Fig. 1: wires at chosen ports, followed through buffers
(6 px per um)
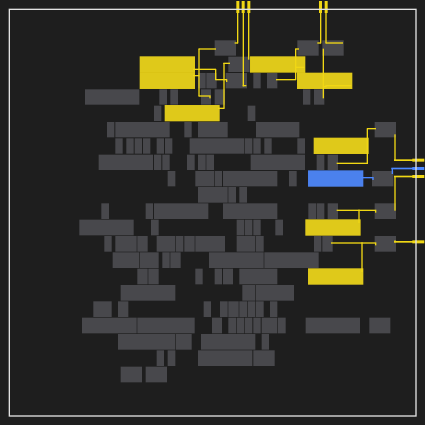
Fig. 2: close-up of the layout
Region (41, 41) to (61, 61) um. Cells in grey, sequential cells in the stronger grey; small squares are vias.
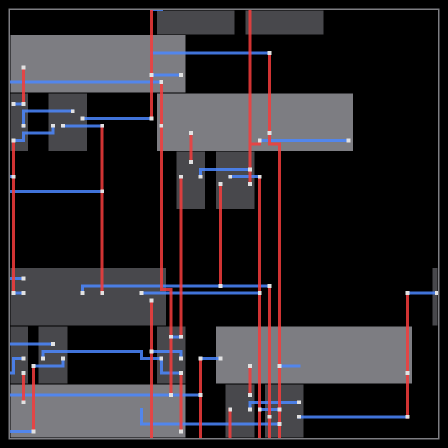
<file path="config.mk">
export PLATFORM = sky130hd
export DESIGN_NAME = uart_rx_flat
export DESIGN_NICKNAME = d
export VERILOG_FILES = /design/src/rtl/uart_pkg.sv /design/src/rtl/uart_rx_if.sv /design/src/rtl/uart_sync.sv /design/src/rtl/uart_rx.sv /design/src/flat_wrapper.sv
export SDC_FILE = /design/constraint.sdc
export NUM_CORES = 1
export LEC_CHECK = 0
export ABC_AREA = 1
export CAP_MARGIN = 20
export CORE_MARGIN = 3
export CORE_UTILIZATION = 30
export DETAILED_ROUTE_END_ITERATION = 6
export GPL_TIMING_DRIVEN = 1
export PLACE_DENSITY_LB_ADDON = 0.25
export SLEW_MARGIN = 10
export SYNTH_ARGS = -nofsm -noshare
export SYNTH_HDL_FRONTEND = slang
export SYNTH_HIERARCHICAL = 1
export SYNTH_SLANG_ARGS = --single-unit
</file>
<file path="constraint.sdc">
create_clock -name clk -period 2.4 [get_ports clk]
set_clock_uncertainty 0.1 [all_clocks]
set_input_delay 0.24 -clock clk [delete_from_list [all_inputs] [get_ports clk]]
set_output_delay 0.24 -clock clk [all_outputs]
set_load 0.05 [all_outputs]
</file>
<file path="src/rtl/uart_pkg.sv">
// uart_pkg: constants and types shared by the lab UART receiver and transmitter.
//   DATA_BITS        - payload bits per frame
//   CLKS_PER_BIT_DEF - default clk cycles per serial bit (one bit per clk)
//   rx_state_e       - receiver frame-tracking states
package uart_pkg;

    localparam int DATA_BITS        = 8;
    localparam int CLKS_PER_BIT_DEF = 1;

    typedef enum logic [2:0] {
        IDLE,
        START,
        DATA,
        STOP,
        BRK
    } rx_state_e;

endpackage

</file>
<file path="src/rtl/uart_rx_if.sv">
// uart_rx_if: serial line plus the receiver's byte/strobe outputs.
//   rx_line    - serial input, idle 1 (driven by the line side)
//   data_out   - last correctly received byte
//   data_valid - one-cycle strobe, data_out updated
//   frame_err  - one-cycle strobe, stop bit sampled as 0
//   busy       - frame in progress
// Modports: master = line driver / consumer, slave = receiver.
interface uart_rx_if;
    import uart_pkg::*;

    logic                 rx_line;
    logic [DATA_BITS-1:0] data_out;
    logic                 data_valid;
    logic                 frame_err;
    logic                 busy;

    modport master (
        output rx_line,
        input  data_out, data_valid, frame_err, busy
    );

    modport slave (
        input  rx_line,
        output data_out, data_valid, frame_err, busy
    );

endinterface

</file>
<file path="src/rtl/uart_sync.sv">
// uart_sync: SYNC_STAGES-deep flop chain bringing an asynchronous serial
// line into the clk domain. Flops reset to 1 so a reset line reads as idle.
//   clk, rst - clock, asynchronous active-high reset
//   d        - asynchronous input
//   q        - synchronised output (d delayed by SYNC_STAGES flops)
module uart_sync #(
    parameter int SYNC_STAGES = 2
) (
    input  logic clk,
    input  logic rst,
    input  logic d,
    output logic q
);

    logic [SYNC_STAGES-1:0] sync_q, sync_d;

    always_comb begin
        sync_d = {sync_q[SYNC_STAGES-2:0], d};
    end

    always_ff @(posedge clk or posedge rst) begin
        if (rst) sync_q <= '1;
        else     sync_q <= sync_d;
    end

    assign q = sync_q[SYNC_STAGES-1];

endmodule

</file>
<file path="src/rtl/uart_rx.sv">
// uart_rx: 8N1 serial receiver, downstream of the lab UART transmitter.
// Frames: start (0), 8 data bits LSB first, stop (1). Each bit is sampled
// once, HALF cycles after the bit boundary seen by the synchroniser.
//   clk, rst - clock, asynchronous active-high reset
//   rx_if    - slave side: rx_line in; data_out/data_valid/frame_err/busy out
// Parameters: CLKS_PER_BIT (1..1023), SYNC_STAGES (2..3).
module uart_rx
    import uart_pkg::*;
#(
    parameter int CLKS_PER_BIT = CLKS_PER_BIT_DEF,
    parameter int SYNC_STAGES  = 2
) (
    input  logic      clk,
    input  logic      rst,
    uart_rx_if.slave  rx_if
);

    localparam int CW   = $clog2(CLKS_PER_BIT) + 1;
    localparam int HALF = (CLKS_PER_BIT - 1) / 2;

    // START is entered one cycle after T0, so it counts HALF-1 more cycles.
    localparam logic [CW-1:0] HALF_M1  = CW'((HALF > 0) ? HALF - 1 : 0);
    localparam logic [CW-1:0] LAST     = CW'(CLKS_PER_BIT - 1);
    localparam logic [3:0]    LAST_BIT = 4'(DATA_BITS - 1);

    logic rx_s;

    rx_state_e            state_q, state_d;
    logic [CW-1:0]        cnt_q, cnt_d;
    logic [3:0]           bit_q, bit_d;
    logic [DATA_BITS-1:0] shift_q, shift_d;
    logic [DATA_BITS-1:0] data_q, data_d;
    logic                 dv_q, dv_d;
    logic                 fe_q, fe_d;

    uart_sync #(
        .SYNC_STAGES (SYNC_STAGES)
    ) u_sync (
        .clk (clk),
        .rst (rst),
        .d   (rx_if.rx_line),
        .q   (rx_s)
    );

    always_comb begin
        state_d = state_q;
        cnt_d   = cnt_q;
        bit_d   = bit_q;
        shift_d = shift_q;
        data_d  = data_q;
        dv_d    = 1'b0;
        fe_d    = 1'b0;

        unique case (state_q)
            IDLE: begin
                cnt_d = '0;
                bit_d = '0;
                // With HALF=0 the start sample is T0 itself, so skip START.
                if (!rx_s) state_d = (HALF == 0) ? DATA : START;
            end
            START: begin
                if (cnt_q == HALF_M1) begin
                    cnt_d   = '0;
                    state_d = rx_s ? IDLE : DATA;  // high here = glitch, drop it
                end else begin
                    cnt_d = cnt_q + CW'(1);
                end
            end
            DATA: begin
                if (cnt_q == LAST) begin
                    cnt_d   = '0;
                    shift_d = {rx_s, shift_q[DATA_BITS-1:1]};
                    bit_d   = bit_q + 4'd1;
                    if (bit_q == LAST_BIT) state_d = STOP;
                end else begin
                    cnt_d = cnt_q + CW'(1);
                end
            end
            STOP: begin
                if (cnt_q == LAST) begin
                    cnt_d = '0;
                    if (rx_s) begin
                        data_d  = shift_q;
                        dv_d    = 1'b1;
                        state_d = IDLE;
                    end else begin
                        fe_d    = 1'b1;
                        state_d = BRK;
                    end
                end else begin
                    cnt_d = cnt_q + CW'(1);
                end
            end
            BRK: begin
                // A held-low line must not look like a stream of start bits.
                if (rx_s) state_d = IDLE;
            end
            default: state_d = IDLE;
        endcase
    end

    always_ff @(posedge clk or posedge rst) begin
        if (rst) begin
            state_q <= IDLE;
            cnt_q   <= '0;
            bit_q   <= '0;
            shift_q <= '0;
            data_q  <= '0;
            dv_q    <= 1'b0;
            fe_q    <= 1'b0;
        end else begin
            state_q <= state_d;
            cnt_q   <= cnt_d;
            bit_q   <= bit_d;
            shift_q <= shift_d;
            data_q  <= data_d;
            dv_q    <= dv_d;
            fe_q    <= fe_d;
        end
    end

    assign rx_if.data_out   = data_q;
    assign rx_if.data_valid = dv_q;
    assign rx_if.frame_err  = fe_q;
    assign rx_if.busy       = (state_q == START) || (state_q == DATA) || (state_q == STOP);

endmodule

</file>
<file path="src/flat_wrapper.sv">
// flat-port wrapper written by rule: the top's interface ports become plain ports
module uart_rx_flat import uart_pkg::*;
#(
    parameter int CLKS_PER_BIT = CLKS_PER_BIT_DEF,
    parameter int SYNC_STAGES  = 2
)
  (clk, rst, rx_if_rx_line, rx_if_data_out, rx_if_data_valid, rx_if_frame_err, rx_if_busy);
  uart_rx_if rx_if_i ();
  input  logic clk;
  input  logic rst;
  input wire logic [$bits(rx_if_i.rx_line)-1:0] rx_if_rx_line;
  output wire logic [$bits(rx_if_i.data_out)-1:0] rx_if_data_out;
  output wire logic [$bits(rx_if_i.data_valid)-1:0] rx_if_data_valid;
  output wire logic [$bits(rx_if_i.frame_err)-1:0] rx_if_frame_err;
  output wire logic [$bits(rx_if_i.busy)-1:0] rx_if_busy;
  assign rx_if_i.rx_line = rx_if_rx_line;
  assign rx_if_data_out = rx_if_i.data_out;
  assign rx_if_data_valid = rx_if_i.data_valid;
  assign rx_if_frame_err = rx_if_i.frame_err;
  assign rx_if_busy = rx_if_i.busy;
  uart_rx #(.CLKS_PER_BIT(CLKS_PER_BIT), .SYNC_STAGES(SYNC_STAGES)) u_core (.clk(clk), .rst(rst), .rx_if(rx_if_i));
endmodule
</file>
==> impl_metrics.ini <==
; yosys + openroad results
[status]
status = complete, no violations

[critical_path]
timing.critical_path.buf_inv = 1
critical_path_arrival_ns = 1.76
cpMaxStageDelayCell = clkdlybuf4s50_1
critPathMostFrequentCell = nor2_1
r2r_start = u_core/state_q[2]
path_depth = 3
timing_worst_setup_path_type = flop to output port

[clock_tree]
post_cts_resized = 0
cts.path.max_buffers = 2
cts_buf_count = 3

[grt]
grt_use_total_pct = 10.08
gr-max-usage-layer = met2

[logic_synthesis]
synthSimpleGateAreaFrac_pct = 26.54
ys_seq_share_pct = 59.69
muxShareOfSynthArea_pct = 0
postSynth.topFlopCell = dfrtp_1
netlist_instances = 117
synth.yosys.chip_area_sq_mm = 0.001136
adder_share_pct = 1.101
synth_flop_count = 27

[cells_and_area]
leading_cell_type_in_the_layout_fill_and_taps_excluded = nand2_1
non_clock_inverter_count = 8
seq_cells = 27
seq-cell-share_pct = 49.86
final_nets = 138
sequential_cell_area_sq_um = 678.2
area_share_of_buffers_outside_the_clock_network_pct = 10.12
finalCoreUtilization_pct = 38.92

[floorplanning]
die_footprint_sq_mm = 0.004562
fp.dieH_um = 67.54

[routing]
vias_per_cell = 4.397
overall_via_count_from_detail_route = 787
postRouteWirelength_mm = 1.839
met2_length_um = 922
dr.pass1.iters = 4
highest_metal_layer_with_signal_wires = met4
drt_first_iter_violations = 33

[final_timing]
hold_ws_ns = 0.2124
min_period_over_period_pct = 87.42
fmax_mhz = 476.6
timing_worst_slew_pin_value_ns = 0.4960

[placed_design]
global_placer_s_final_weighted_congestion = 0.6816
detailedPlace.worstSlack_ns = 0.5753
cell_count_after_placement = 175

[power_and_ir_drop]
combinationalPowerShare_pct = 43.8
leading_power_group = combinational logic

[job]
openroad.warnings = 26

[min_path]
type_of_the_most_critical_hold_path = input port to asynchronous set/reset pin
About Fig. 1:
Blue shows `rx_if_data_valid`, bits 1, direction output, edge right, end cells 1, buffers 1, wire 6.50 um. Yellow shows `rx_if_data_out`, bits 8, direction output, edge 5 top, 3 right, end cells 8, buffers 8, wire 146 um.
count of input and output buffers: 13
I/O pin total: 14

About Fig. 2:
Red shows M2. Blue shows M1.
Netlist names of flops here include `u_core/rx_if.data_out` (3), `u_core/shift_q` (1). Most frequent: nand2_1 (6), dfrtp_1 (4), o21ai_0 (3). 14 logic cells have their middle in the window. Sequential cells in the window: 4.

